Fig. 1: run 1, sequential cells grouped by signal name
Scale: 8 px per micron. Other sequential cells in the stronger grey, the rest of the logic in the fainter grey.
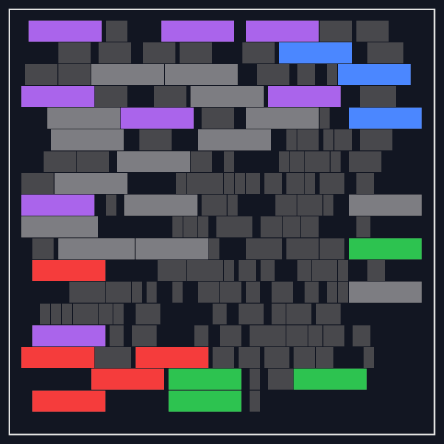
Fig. 2: run 1, wire density map
Scale: 8 px per micron. The die is cut into 11 by 11 equal tiles; black is low, pale yellow is high, scaled to the fullest tile. Values are wire area over tile area, all layers added.
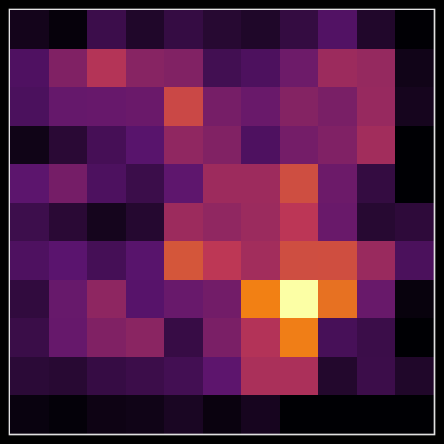
Fig. 3: run 1, cells by drive strength
Scale: 10 px per micron.
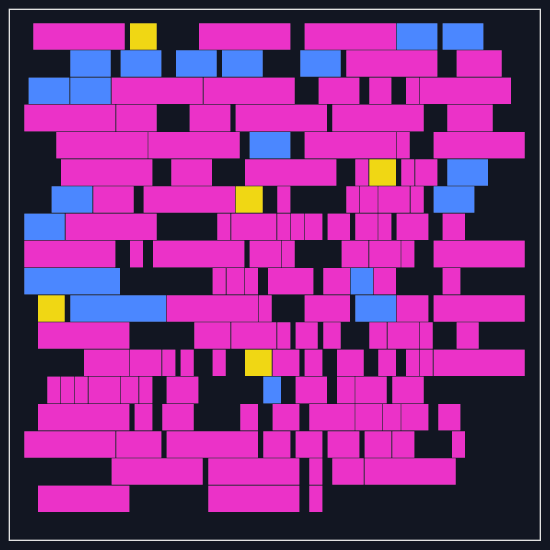
Fig. 4: run 1, signal wires on met3
Scale: 10 px per micron.
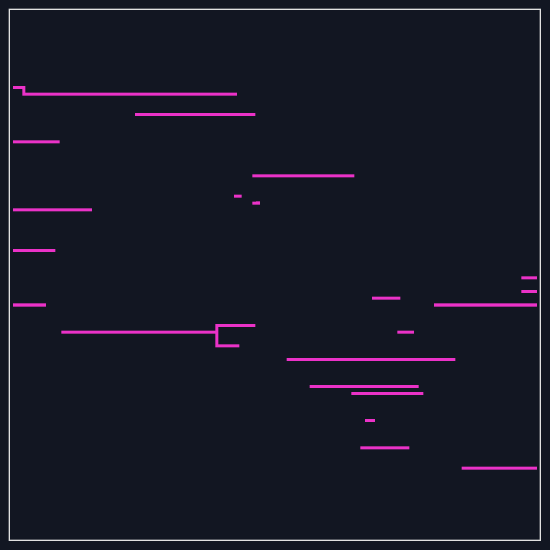
[src/rtl/uart_receiver.sv]
// 16x-oversampling UART receiver, 8 data bits, LSB first, one stop bit.
// Define UART_RX_PARITY_EN to expect one even-parity bit between data and stop.
module uart_receiver #(
  parameter int CLOCK_RATE = 50_000_000,
  parameter int BAUD_RATE  = 115_200
) (
  input  logic       clk,
  input  logic       rst_n,
  input  logic       enabled,
  input  logic       in,
  output logic [7:0] data,
  output logic       done,
  output logic       busy,
  output logic       err
);

  localparam int DIV = CLOCK_RATE / (BAUD_RATE * 16);
  localparam int DW  = (DIV > 1) ? $clog2(DIV) : 1;
  localparam logic [DW-1:0] DIV_LAST = DW'(DIV - 1);

`ifdef UART_RX_PARITY_EN
  typedef enum logic [2:0] {IDLE, START, DATA, PARITY, STOP} state_t;
`else
  typedef enum logic [2:0] {IDLE, START, DATA, STOP} state_t;
`endif

  state_t        state_reg, state_next;
  logic          sync1_reg, sync2_reg;
  logic [DW-1:0] div_cnt_reg;
  logic [3:0]    tick_cnt_reg, tick_cnt_next;
  logic [2:0]    bit_cnt_reg, bit_cnt_next;
  logic [7:0]    shift_reg, shift_next;
  logic [7:0]    data_reg, data_next;
  logic          done_reg, done_next;
  logic          err_reg, err_next;
  logic          brk_reg, brk_next;
  logic          parity_ok;
  logic          tick;
  logic          rx;

`ifdef UART_RX_PARITY_EN
  logic par_reg, par_next;
  assign parity_ok = ~(^shift_reg ^ par_reg);
`else
  assign parity_ok = 1'b1;
`endif

  assign rx   = sync2_reg;
  assign tick = enabled && (div_cnt_reg == DIV_LAST);
  assign data = data_reg;
  assign done = done_reg;
  assign err  = err_reg;
  assign busy = (state_reg != IDLE);

  always_ff @(posedge clk or negedge rst_n) begin
    if (!rst_n) begin
      sync1_reg    <= 1'b1;
      sync2_reg    <= 1'b1;
      div_cnt_reg  <= '0;
      state_reg    <= IDLE;
      tick_cnt_reg <= '0;
      bit_cnt_reg  <= '0;
      shift_reg    <= '0;
      data_reg     <= '0;
      done_reg     <= 1'b0;
      err_reg      <= 1'b0;
      brk_reg      <= 1'b0;
`ifdef UART_RX_PARITY_EN
      par_reg      <= 1'b0;
`endif
    end else begin
      sync1_reg <= in;
      sync2_reg <= sync1_reg;
      if (!enabled || div_cnt_reg == DIV_LAST) div_cnt_reg <= '0;
      else                                     div_cnt_reg <= div_cnt_reg + 1'b1;
      state_reg    <= state_next;
      tick_cnt_reg <= tick_cnt_next;
      bit_cnt_reg  <= bit_cnt_next;
      shift_reg    <= shift_next;
      data_reg     <= data_next;
      done_reg     <= done_next;
      err_reg      <= err_next;
      brk_reg      <= brk_next;
`ifdef UART_RX_PARITY_EN
      par_reg      <= par_next;
`endif
    end
  end

  always_comb begin
    state_next    = state_reg;
    tick_cnt_next = tick_cnt_reg;
    bit_cnt_next  = bit_cnt_reg;
    shift_next    = shift_reg;
    data_next     = data_reg;
    done_next     = 1'b0;
    err_next      = 1'b0;
    brk_next      = brk_reg;
`ifdef UART_RX_PARITY_EN
    par_next      = par_reg;
`endif
    if (!enabled) begin
      state_next    = IDLE;
      tick_cnt_next = '0;
      bit_cnt_next  = '0;
      brk_next      = 1'b0;
    end else begin
      case (state_reg)
        IDLE: if (tick && !rx) begin
          state_next    = START;
          tick_cnt_next = '0;
          bit_cnt_next  = '0;
        end
        // Eighth tick after detect lands mid start bit; a high line there is a glitch.
        START: if (tick) begin
          if (tick_cnt_reg == 4'd7) begin
            tick_cnt_next = '0;
            state_next    = rx ? IDLE : DATA;
          end else begin
            tick_cnt_next = tick_cnt_reg + 4'd1;
          end
        end
        DATA: if (tick) begin
          if (tick_cnt_reg == 4'd15) begin
            tick_cnt_next = '0;
            shift_next    = {rx, shift_reg[7:1]};
            bit_cnt_next  = bit_cnt_reg + 3'd1;
            if (bit_cnt_reg == 3'd7) begin
`ifdef UART_RX_PARITY_EN
              state_next = PARITY;
`else
              state_next = STOP;
`endif
            end
          end else begin
            tick_cnt_next = tick_cnt_reg + 4'd1;
          end
        end
`ifdef UART_RX_PARITY_EN
        PARITY: if (tick) begin
          if (tick_cnt_reg == 4'd15) begin
            tick_cnt_next = '0;
            par_next      = rx;
            state_next    = STOP;
          end else begin
            tick_cnt_next = tick_cnt_reg + 4'd1;
          end
        end
`endif
        // After a framing error, park here until the line is released high.
        STOP: if (brk_reg) begin
          if (rx) begin
            brk_next   = 1'b0;
            state_next = IDLE;
          end
        end else if (tick) begin
          if (tick_cnt_reg == 4'd15) begin
            tick_cnt_next = '0;
            if (rx) begin
              state_next = IDLE;
              if (parity_ok) begin
                data_next = shift_reg;
                done_next = 1'b1;
              end else begin
                err_next = 1'b1;
              end
            end else begin
              err_next = 1'b1;
              brk_next = 1'b1;
            end
          end else begin
            tick_cnt_next = tick_cnt_reg + 4'd1;
          end
        end
        default: state_next = IDLE;
      endcase
    end
  end

endmodule

[config.mk]
export PLATFORM = sky130hd
export DESIGN_NAME = uart_receiver
export DESIGN_NICKNAME = d
export VERILOG_FILES = /design/src/rtl/uart_receiver.sv
export SDC_FILE = /design/constraint.sdc
export NUM_CORES = 1
export LEC_CHECK = 0
export CORE_UTILIZATION = 66
export DETAILED_ROUTE_END_ITERATION = 12
export DONT_BUFFER_PORTS = 1
export HOLD_SLACK_MARGIN = 0.06
export PLACE_DENSITY = 0.82
export RECOVER_POWER = 100
export SYNTH_ARGS = -nofsm -noshare
export SYNTH_HDL_FRONTEND = slang
export SYNTH_SLANG_ARGS = --single-unit
[constraint.sdc]
create_clock -name clk -period 4.4 [get_ports clk]
set_input_delay 0.66 -clock clk [delete_from_list [all_inputs] [get_ports clk]]
set_output_delay 0.66 -clock clk [all_outputs]
set_load 0.02 [all_outputs]
==> flow_metrics.tcl, run 1 <==
# implementation run metrics
set metrics [dict create \
    synthTopCellsByCount "dfrtp_1 (33), mux2_2 (14), nand2_1 (11)" \
    ys_area_sq_um 1710 \
    cts_sinks 35 \
    cp-end-kind "flop" \
    powerDensity_nw_per_um2 287 \
    diodes 0 \
    port_buffers 0 \
    first_global_vias 1073 \
    fin_setup_tns_ns 0 \
    dr.max_layer_used "met4" \
    worst-path-max-fanout 8 \
    ys_cells 146 \
    violations "max-capacitance violations, max-slew violations" \
    rr_worst_depth 6 \
    reg2reg_from "div_cnt_reg[0]" \
    ys_seq_share_pct 51.2 \
    maxSlewViolCount 34 \
    cp.required_ns 4.62 \
    numCtsBuffers 5 \
    async_flop_share_pct 100 \
    yosys.area.top_type "dfrtp_1" \
    drc 0 \
    fin_worst_skew_ns 0.0147 \
    syn_nets 159 \
    hold_viol 0 \
    cts_htree_levels 2 \
    layout_min_cycle_time_ns 2.34 \
    cp_slowest_cell "nor2_1" \
    post_cts_buffers 0 \
    synthCells 146 \
    dr_wl_met2_mm 1.38 \
    power_mw 0.506 \
    crit_family "simple AND/OR/NAND/NOR gates" \
    drt_iter0_markers 22 \
    crit_chain "inv_1, ha_1, nand4b_1, or2_1, nor2_1, mux2_2" \
    rows 18 \
    period_used_pct 53.1 \
    setup_ws_ns 2.06 \
    run_status "finished, violations left" \
    placed_area_sq_um 1730 \
    finalNetCount 163 \
    die_x_microns 53.0 \
    synth_cell_types 41 \
    cap_violations 1 \
    fp.dieH_microns 53.0 \
    met1_length_mm 1.35 \
    path_class "flop to flop" \
    r2r-end "shift_reg[4]" \
    use_met1_pct 33.6 \
    ys_ff 35 \
    rsz0062_at_grt "no" \
    path_clk_slew_ns 0.10 \
    globalRouteOverflowTotal 0 \
    grtUsageMet2_pct 39.0 \
    tool_warnings 30 \
    worstMarginPinSlew_ns 1.70 \
    synth-edff-count 0 \
    antenna_found_initial 0 \
    yosys.cell_count.top_type "dfrtp_1" \
    startpoint_type "flop" \
    clk_latency_ns 0.33 \
]
-- Fig. 1 (at the start) --
data -> purple  # placed flops 8
div_cnt_reg -> red  # placed flops 5, where lower left
bit_cnt_reg -> blue  # placed flops 3
tick_cnt_reg -> green  # placed flops 4
not coloured = 15

-- Fig. 2 (at the start) --
densest ninth of the die = centre
emptiest ninth of the die = lower left
mean over tiles = 0.17
nearly empty tiles = 8.3%
tiles over half the peak = 7.4%
WL final: 2.92 mm
Vias: 1147
All-Layer GR Usage: 25.6%
DR WL/cell: 16.1 microns

-- Fig. 3 (at the start) --
_2 cells -> blue  # cells 19, most used mux2_2
_3 and _4 cells -> yellow  # cells 5, most used clkbuf_4
_0 and _1 cells -> magenta  # cells 127, most used dfrtp_1

-- Fig. 4 (at the start) --
main direction = horizontal
share of all routed wire = 5.1%
wire length on this layer = 150 microns

==> run 1: cells in the final DEF (no fill, tap or decap), drive strengths merged <==
master	instances
nand3b	1
o2111ai	1
o211ai	2
nor2b	1
nand4b	5
nand2b	1
xor2	2
a21boi	3
a311oi	1
a22oi	2
and4	3
dfrtp	33
inv	6
clkbuf	8
a21oi	4
nor3	1
nand3	4
nand2	11
mux2	19
nor2	12
o21ai	4
clkinv	1
a32o	1
or2	3
o32ai	1
ha	9
nand4	1
dfstp	2
or3	1
o221a	1
or4	2
and3	2
nor4	1
xnor2	1
a211o	1
==> run 1: through the flow <==
| stage | instances | utilization (%) |
|---|---|---|
| detailed placement | 172 | 70.6 |
| CTS | 181 | 73.5 |
| global placement | 172 | 70.6 |
| global route | 181 | 71.8 |
| floorplan | 146 | - |
| finish | 181 | 71.8 |
==> run 1: repair_timing <==
action,4_1_cts,5_1_grt
hold buffers,1,0
gates resized,0,0
endpoints found under the hold margin,33,0
==> run 1: power by group <==
group          switching [mW]  internal, mW
registers             0.00333         0.325
logic                 0.00931       0.00388
clock network           0.102        0.0623
==> run 1: layout make-up <==
class,count,area (sq um),area share [%]
repair buffers,1,3.75,0.213
flip-flops and latches,35,878,49.8
clock inverters,1,5.00,0.284
multi-input cells,101,771,43.7
well taps,30,37.5,2.13
inverters,6,22.5,1.28
clock buffers,7,45.0,2.56
==> run 1: kinds of logic (layout without fill, tap and decap cells) <==
kind of cell / Yosys count / in the layout / synth area share (%)
adder cells (fa/ha/maj): 9 / 9 / 6.57
AND/OR/NAND/NOR: 49 / 49 / 16.7
flip-flops: 35 / 35 / 51.2
multiplexers: 19 / 19 / 12.5
buffers and inverters: 10 / 15 / 2.34
XOR/XNOR: 3 / 3 / 1.53
AND-OR/OR-AND: 21 / 21 / 9.12
## Run 2: what changed since run 1
- CORE_UTILIZATION: 66 -> 56
- PLACE_DENSITY: 0.82 -> 0.74
- clock period: 4.4 -> 1.9 ns (I/O delays scaled with it)
Fig. 5: run 2, wire density map
Scale: 6 px per micron. The die is cut into 11 by 11 equal tiles; black is low, pale yellow is high, scaled to the fullest tile. Values are wire area over tile area, all layers added.
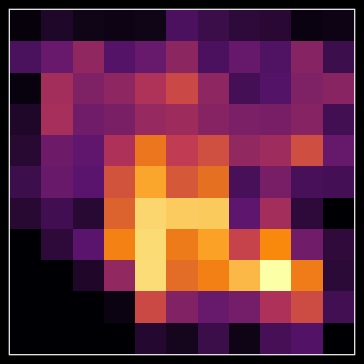
tiles over half the peak = 22%
nearly empty tiles = 11%
fullest tile = 0.52
densest ninth of the die = centre
emptiest ninth of the die = lower left
Vias: 1258
DR WL/cell: 17.0 microns
WL final: 3.43 mm
All-Layer GR Usage: 22.6%

Fig. 6: run 2, sequential cells grouped by signal name
Scale: 6 px per micron. Other sequential cells in the stronger grey, the rest of the logic in the fainter grey.
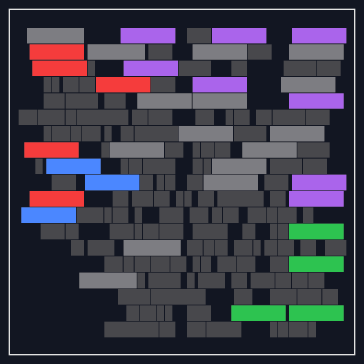
P_seq: 0.761 mW
Flop area: 881 sq um
Seq area share: 42.3%
fin util: 73.6%

Fig. 7: run 2, signal wires on met3
Scale: 8 px per micron.
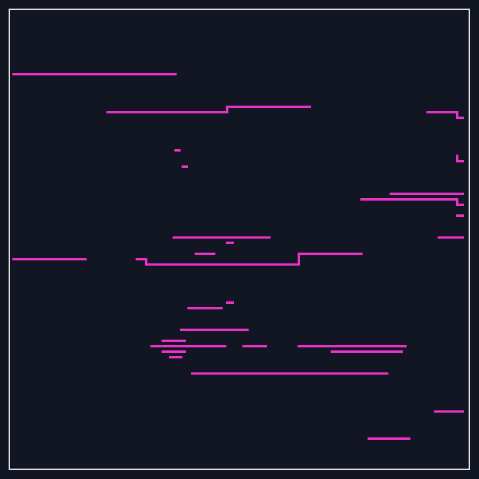
nets with wire on the layer = 23
wire length on this layer = 220 microns
M3 GR Usage: 8.39%

==> run 2 against run 1 <==
  * The run ends with design-rule violations, negative setup slack left
  * Sequential power is 130% higher
  * Critical path depth stayed put
  * Critical path type unchanged
  * Die size is 17% higher
==> flow_metrics.tcl, run 2 <==
# implementation run metrics
set metrics [dict create \
    synthTopCellsByCount "dfrtp_1 (33), mux2_2 (14), nand2_1 (11)" \
    lay_top_count "dfrtp_1" \
    synth-edff-count 0 \
    antenna_found_initial 0 \
    ys_seq_share_pct 51.2 \
    violations "design-rule violations, negative setup slack" \
    yosys.area_share.xor_xnor_pct 1.53 \
    crit_family "flip-flops" \
    cts_sinks 35 \
    fa_ha_area_share_pct 6.57 \
    startpoint_type "flop" \
    synthAoiAreaFrac_pct 9.12 \
    tool_warnings 31 \
    first_global_vias 1228 \
    fin_setup_tns_ns -0.00205 \
    clk_latency_ns 0.34 \
    cp.required_ns 2.13 \
    cap_violations 0 \
    period_used_pct 100 \
    finalNetCount 182 \
    setup_ws_ns -0.00205 \
    worst-path-max-fanout 8 \
    ys_ff 35 \
    powerDensity_nw_per_um2 574 \
    fin_worst_skew_ns 0.00593 \
    layout_min_cycle_time_ns 1.90 \
    ys_top_logic_family "simple AND/OR/NAND/NOR gates" \
    use_met1_pct 29.0 \
    ys_sh_mux_pct 12.5 \
    worstMarginPinSlew_ns 0.837 \
    numCtsBuffers 5 \
    cts_htree_levels 2 \
    path_class "flop to flop" \
    placed_area_sq_um 1840 \
    diodes 0 \
    port_buffers 0 \
    yosys.area.top_type "dfrtp_1" \
    die_x_microns 57.3 \
    path_clk_slew_ns 0.10 \
    drt_iter0_markers 75 \
    synth_cell_types 41 \
    synthCells 146 \
    ys_area_sq_um 1710 \
    final_cells 201 \
    simple_gate_share_pct 16.7 \
    run_status "finished, violations left" \
    finalSetupViolCount 1 \
    maxSlewViolCount 0 \
    crit_chain "inv_2, ha_2, o21ai_0, a211o_1, nand2_2, mux2_2" \
    final_cell_mix "dfrtp_1 (31), buf_4 (14), mux2_2 (11)" \
    drc 6 \
]
[run 2: path summary, 6_finish.rpt]
kind	start	endpoint	slack, ns
min in group asynchronous	rst_n	data[2]	0.58
worst max register to register	state_reg[0]	bit_cnt_reg[0]	-0.002
worst min register to register	sync1_reg	rx	0.36
max in group asynchronous	rst_n	state_reg[1]	0.75
worst max-delay path	state_reg[0]	bit_cnt_reg[0]	-0.002
worst min-delay path	enabled	tick_cnt_reg[1]	0.09
[run 2: metrics by stage]
stage | power, mW | hold slack (ns)
after floorplan | 0.795 | -0.0106
after global placement | 0.796 | -0.00999
after detailed placement | 0.797 | -0.00996
after CTS | 1.21 | 0.0803
after global routing | 1.24 | 0.0743
final | 1.19 | 0.0891
[run 2: power breakdown]
| part | total [mW] | internal [mW] | leakage [nW] | switching (mW) |
|---|---|---|---|---|
| clock network | 0.391 | 0.143 | 0.0282 | 0.248 |
| registers | 0.761 | 0.754 | 0.476 | 0.00723 |
| logic | 0.0435 | 0.0170 | 0.475 | 0.0265 |
| total | 1.19 | 0.913 | 0.980 | 0.282 |
[run 2: routing by layer]
metal  up-vias  share of wire (%)
met1       629                 43
met4         0               0.85
met2        44                 50
li1        579                  -
met3         6                6.4
met5         -                  0
[run 2: repair_timing]
item | in CTS | in global routing
hold endpoints to repair | 37 | 0
setup buffers | 1 | 3
resized | 3 | 28
hold buffers | 4 | 0
setup endpoints to repair | 6 | 20
pin swaps | 1 | 10
[run 2: layout make-up]
type,count,area [sq um]
Sequential cell,35,881
Inverter,6,22.5
Multi-Input combinational cell,101,916
Fill cell,192,746
Clock buffer,6,41.3
Timing Repair Buffer,20,171
Tap cell,31,38.8
Clock inverter,2,12.5
## Run 3: what changed since run 2
- CAP_MARGIN: not set -> 10
Fig. 8: run 3, cells by drive strength
Scale: 8 px per micron.
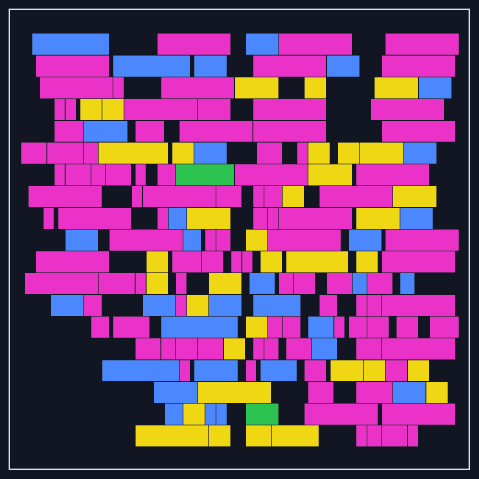
_2 cells -> blue  # cells 32, most used mux2_2
_3 and _4 cells -> yellow  # cells 35, most used buf_4
_6 and larger -> green  # cells 2
_0 and _1 cells -> magenta  # cells 101, most used dfrtp_1

Fig. 9: run 3, clock nets
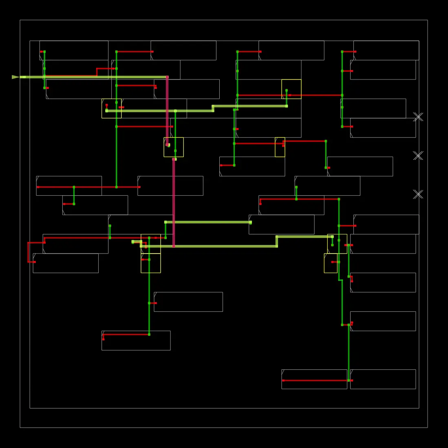
flop count: 35
Clk Latency, worst-skew pair: 0.34 ns
CTS Buf Count: 5
Fin Clk Skew: 0.00593 ns
Clock net power: 0.391 mW

Fig. 10: run 3, sequential cells grouped by signal name
Scale: 6 px per micron. Other sequential cells in the stronger grey, the rest of the logic in the fainter grey.
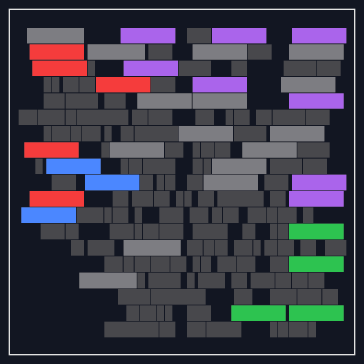
data -> purple  # placed flops 8
div_cnt_reg -> red  # placed flops 5, where upper left
bit_cnt_reg -> blue  # placed flops 3
tick_cnt_reg -> green  # placed flops 4, where lower right
not coloured = 15

==> run 3 against run 2 <==
  * The flow still finishes with violations (design-rule violations, negative setup slack)
  * Core utilization did not move
  * Via count did not move
  * Fmax did not move
  * Sequential power barely moved
  * First-iteration DRC count did not move
  * Highest routed layer unchanged
==> flow_metrics.tcl, run 3 <==
# implementation run metrics
set metrics [dict create \
    run_status "finished, violations left" \
    violations "design-rule violations, negative setup slack" \
    cp-endpoint "bit_cnt_reg[0]" \
    powerDensity_nw_per_um2 574 \
    ys_ff 35 \
    maxSlewViolCount 0 \
    rows 19 \
    first_global_vias 1228 \
    r2r-end "bit_cnt_reg[0]" \
    wl_mm 3.43 \
    path_clk_slew_ns 0.10 \
    synth_cell_types 41 \
    lay_top_count "dfrtp_1" \
    final_cells 201 \
    syn_nets 159 \
    layout_min_cycle_time_ns 1.90 \
    post_cts_resized 3 \
    hold_buffers 4 \
    port_buffers 0 \
    finalSetupViolCount 1 \
    drc 6 \
    fp.dieH_microns 57.3 \
    worstMarginPinSlew_ns 0.837 \
    yosys.area.top_type "dfrtp_1" \
    cts_htree_levels 2 \
    placed_area_sq_um 1840 \
    async_flop_share_pct 100 \
    cp.required_ns 2.13 \
    rr_worst_depth 6 \
    worst-path-max-fanout 8 \
    synthCells 146 \
    ys_cells 146 \
    ys_area_sq_um 1710 \
    final_cell_mix "dfrtp_1 (31), buf_4 (14), mux2_2 (11)" \
    startpoint "state_reg[0]" \
    die_x_microns 57.3 \
    startpoint_type "flop" \
    final_util_pct 73.6 \
    dp_cells 185 \
    finalNetCount 182 \
    worst-r2r-setup-slack_ns -0.002 \
    setup_ws_ns -0.00205 \
    synth-edff-count 0 \
    period_used_pct 100 \
    synthTopCellsByCount "dfrtp_1 (33), mux2_2 (14), nand2_1 (11)" \
    cap_violations 0 \
    rsz0062_at_grt "yes" \
    fin_setup_tns_ns -0.00205 \
    vias 1258 \
    avgRoutedWirePerCell_microns 17.0 \
    diodes 0 \
    ys_seq_share_pct 51.2 \
    cts_sinks 35 \
    grtUsageTotal_pct 22.6 \
]
## run 3: cell counts after synthesis
No cell type changed its count.
## run 3: worst min path at each step
| stage | depth (start not counted) | startpoint | end |
|---|---|---|---|
| 2_1_floorplan | 0 | rst_n | bit_cnt_reg[0] |
| 5_1_grt | 1 | enabled | tick_cnt_reg[1] |
| 3_5_place_dp | 0 | rst_n | tick_cnt_reg[0] |
| 3_3_place_gp | 0 | rst_n | tick_cnt_reg[0] |
| 4_1_cts | 1 | enabled | tick_cnt_reg[3] |
| 6_report | 1 | enabled | tick_cnt_reg[1] |
## run 3: metrics by stage
step                setup WS [ns]  power, mW
floorplan                  0.0332      0.795
global placement           0.0213      0.796
detailed placement        -0.0528      0.797
CTS                        0.0148       1.21
global route              -0.0920       1.24
finish                   -0.00205       1.19
## run 3: area by class of cell
type | count | area [sq um]
clock buffer | 6 | 41.3
clock inverter | 2 | 12.5
fill | 192 | 746
inverter | 6 | 22.5
multi-input combinational | 101 | 916
sequential | 35 | 881
tap | 31 | 38.8
timing repair buffer | 20 | 171
## run 3: report_power, final
part | internal [mW] | total, mW | switching (mW)
sequential | 0.754 | 0.761 | 0.00723
combinational | 0.0170 | 0.0435 | 0.0265
clock | 0.143 | 0.391 | 0.248
## run 3: per-layer routing
metal	share of wire (%)	global-route usage, %
met3	6.4	8.39
met5	0	0
met2	50	36.0
met1	43	29.0
met4	0.85	6.97
## run 3: logic make-up after synthesis
| kind of cell | after synthesis | synth area share [%] |
|---|---|---|
| adders and majority gates | 9 | 6.57 |
| muxes | 19 | 12.5 |
| buffers and inverters | 10 | 2.34 |
| and+or+nand+nor | 49 | 16.7 |
| DFF | 35 | 51.2 |
| xor gates and xnor gates | 3 | 1.53 |
| AOI/OAI and AO/OA | 21 | 9.12 |
No activity file was given, so power comes from the tool's default toggle rates.
